File: config.mk
export PLATFORM = sky130hd
export DESIGN_NAME = layer_mac_sequencer
export DESIGN_NICKNAME = d
export VERILOG_FILES = /design/src/rtl/layer_mac_sequencer.sv
export SDC_FILE = /design/constraint.sdc
export NUM_CORES = 1
export LEC_CHECK = 0
export ABC_AREA = 1
export CAP_MARGIN = 30
export CORE_AREA = 8 8 130 132
export CTS_BUF_LIST = sky130_fd_sc_hd__clkbuf_4 sky130_fd_sc_hd__clkbuf_8
export CTS_CLUSTER_DIAMETER = 60
export CTS_CLUSTER_SIZE = 28
export DETAILED_ROUTE_END_ITERATION = 6
export DIE_AREA = 0 0 138 140
export GPL_TIMING_DRIVEN = 0
export PLACE_DENSITY_LB_ADDON = 0.25
export SLEW_MARGIN = 10
export SYNTH_ARGS = -nofsm -noshare
export SYNTH_HDL_FRONTEND = slang
export SYNTH_SLANG_ARGS = --single-unit
File: constraint.sdc
create_clock -name clock -period 6.7 [get_ports clock]
set_input_delay 1.34 -clock clock [delete_from_list [all_inputs] [get_ports clock]]
set_output_delay 1.34 -clock clock [all_outputs]
set_load 0.02 [all_outputs]
File: src/rtl/layer_mac_sequencer.sv
// Fully-connected layer sequencer: per row, accumulates NUM_COLS weight x activation
// products, scales, applies ReLU/saturation and hands the neuron result downstream.
//
// state | meaning
// IDLE  | waiting for start
// CLR   | clear external row counter, accumulator and column index
// MAC   | one product accumulated per cycle, NUM_COLS cycles per row
// EMIT  | neuron output valid, waiting for out_ready
// DONE  | one-cycle done pulse, then back to IDLE
module layer_mac_sequencer #(
    parameter int DATA_WIDTH = 8,
    parameter int NUM_COLS   = 3,
    parameter int COL_WIDTH  = 2,
    parameter int ACC_WIDTH  = 18,
    parameter int FRAC_BITS  = 4
) (
    input  logic                         clock,
    input  logic                         clear_n,
    input  logic                         start,
    output logic                         busy,
    output logic                         done,
    input  logic [1:0]                   row_index,
    input  logic                         last_row,
    output logic                         row_clear,
    output logic                         row_increment,
    output logic [COL_WIDTH-1:0]         col_index,
    input  logic signed [DATA_WIDTH-1:0] weight,
    input  logic signed [DATA_WIDTH-1:0] activation,
    output logic                         out_valid,
    input  logic                         out_ready,
    output logic [DATA_WIDTH-1:0]        out_data,
    output logic [1:0]                   out_row
);

    typedef enum logic [2:0] {
        S_IDLE,
        S_CLR,
        S_MAC,
        S_EMIT,
        S_DONE
    } state_t;

    localparam logic [COL_WIDTH-1:0]        LAST_COL = COL_WIDTH'(NUM_COLS - 1);
    localparam logic signed [ACC_WIDTH-1:0] MAX_OUT  = ACC_WIDTH'((2 ** (DATA_WIDTH - 1)) - 1);

    state_t                         state;
    logic signed [ACC_WIDTH-1:0]    acc;
    logic signed [2*DATA_WIDTH-1:0] product;
    logic signed [ACC_WIDTH-1:0]    sum_next;
    logic signed [ACC_WIDTH-1:0]    scaled;
    logic [DATA_WIDTH-1:0]          sat_data;
    logic                           handshake;

    assign product  = weight * activation;
    assign sum_next = acc + $signed({{(ACC_WIDTH - 2*DATA_WIDTH){product[2*DATA_WIDTH-1]}}, product});
    assign scaled   = sum_next >>> FRAC_BITS;

    // ReLU then clamp to the positive range of the output width
    always_comb begin
        sat_data = '0;
        if (scaled[ACC_WIDTH-1]) begin
            sat_data = '0;
        end else if (scaled > MAX_OUT) begin
            sat_data = MAX_OUT[DATA_WIDTH-1:0];
        end else begin
            sat_data = scaled[DATA_WIDTH-1:0];
        end
    end

    // The increment must land in the accepting cycle, so it follows out_ready directly
    assign handshake     = (state == S_EMIT) && out_ready;
    assign row_increment = handshake && !last_row;

    always_ff @(posedge clock or negedge clear_n) begin
        if (!clear_n) begin
            state     <= S_IDLE;
            acc       <= '0;
            col_index <= '0;
            busy      <= 1'b0;
            done      <= 1'b0;
            row_clear <= 1'b0;
            out_valid <= 1'b0;
            out_data  <= '0;
            out_row   <= '0;
        end else begin
            done      <= 1'b0;
            row_clear <= 1'b0;
            case (state)
                S_IDLE: begin
                    if (start) begin
                        state     <= S_CLR;
                        busy      <= 1'b1;
                        row_clear <= 1'b1;
                    end
                end
                S_CLR: begin
                    acc       <= '0;
                    col_index <= '0;
                    state     <= S_MAC;
                end
                S_MAC: begin
                    acc <= sum_next;
                    if (col_index == LAST_COL) begin
                        col_index <= '0;
                        out_data  <= sat_data;
                        out_row   <= row_index;
                        out_valid <= 1'b1;
                        state     <= S_EMIT;
                    end else begin
                        col_index <= col_index + 1'b1;
                    end
                end
                S_EMIT: begin
                    if (out_ready) begin
                        out_valid <= 1'b0;
                        acc       <= '0;
                        if (last_row) begin
                            state <= S_DONE;
                            done  <= 1'b1;
                        end else begin
                            state <= S_MAC;
                        end
                    end
                end
                S_DONE: begin
                    busy  <= 1'b0;
                    state <= S_IDLE;
                end
                default: begin
                    state <= S_IDLE;
                    busy  <= 1'b0;
                end
            endcase
        end
    end

endmodule

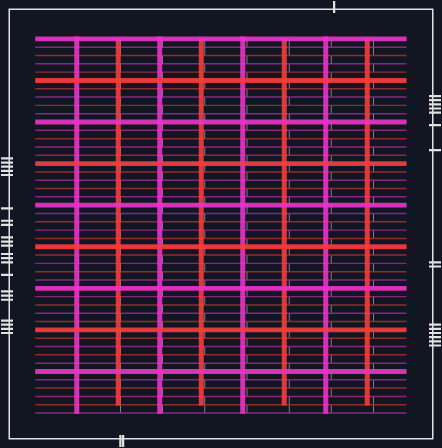
Figure 1: power grid.
Pins as bars on the die edge. Tap cells in grey.
legend:
  magenta:
    net: VSS
  red:
    net: VDD
met1 rails: 46
met4 straps: 8
met5 straps: 9
signal pins: 40
rows: 45
Die Width: 138 um

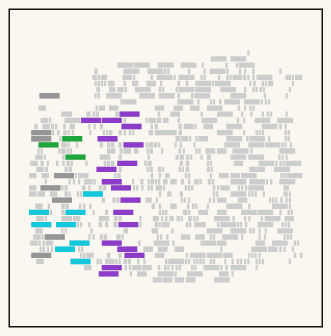
Figure 2: sequential cells grouped by signal name.
legend:
  cyan:
    netlist_name: out_data
    flops: 8
  green:
    netlist_name: state
    flops: 3
  purple:
    netlist_name: acc
    flops: 18
sequential cell area share: 16.33%

==> run notes <==
Results of an implementation run.

The run finished with clean final reports. The count of state elements after synthesis is 37. The number of non-clock buffers is about 48.

The report lists the number of cells resized after CTS as 0. The buffer and inverter count on the worst path is 4. Per the skew report, the later register of the worst-skew pair sees a clock latency of 290 ps.

The cell row count is between 40 and 50. Traced cell by cell, the critical path runs through clkdlybuf4s50_1, clkinvlp_4, or2_2, fa_1, fa_1, inv_1, fa_1, fa_1, fa_1, ha_2, nand2_1, nand2_2, inv_2, nand2_2, nand2_1, nand3_1, nand2_2, nor2_2, nand3_2, nor2_4, nand3_1, nand2_1, nand2_1. The gate family responsible for the most delay along the worst path is adder cells. The first global-routing pass estimated 19880 um of wire. Entering global routing, the biggest net connects 32 pins. The number of cells on the worst reg-to-reg path is 23. The clock input transition at the sequential cells of the worst setup and hold paths is 70 ps. The congestion estimate from routability-driven global placement came to 0.8408. The mux cell area share after synthesis is 0%. Post-synthesis, Yosys gives the total cell area as 5071 um^2.

For met3 alone, demand over resource in global routing was 1.859%. The number of global-route vias before repair was 4126. The routed layout reports a DRC error count of 0. The fraction of area in clock buffers and inverters is 1.523%.

The quantity of hold-fixing buffers added after cts is 0. The area of combinational cells with multiple inputs is between 3000 and 4000 um^2. The kind of launch point of the worst setup path is a primary input. Global routing consumed, over all layers together, 12.16% of the routing resources. The worst hold-check slack is around 480 ps. The critical path arrival is around 6600 ps.
per-stage QoR:
step | instance area, um^2 | setup slack, ps
final | 5669 | 329.4
after global routing | 5669 | 17.37
after CTS | 5648 | 133.8
after detailed placement | 5562 | -146.2
after global placement | 5547 | -91.80
after floorplan | 5071 | 874.9
metal layers:
layer / routed length (um) / share of wire (%) / vias to the layer above
li1: - / - / 1903
met1: 5642 / 49 / 1863
met2: 5144 / 45 / 74
met3: 486 / 4.3 / 11
met4: 125 / 1.1 / 0
met5: 0 / 0 / -
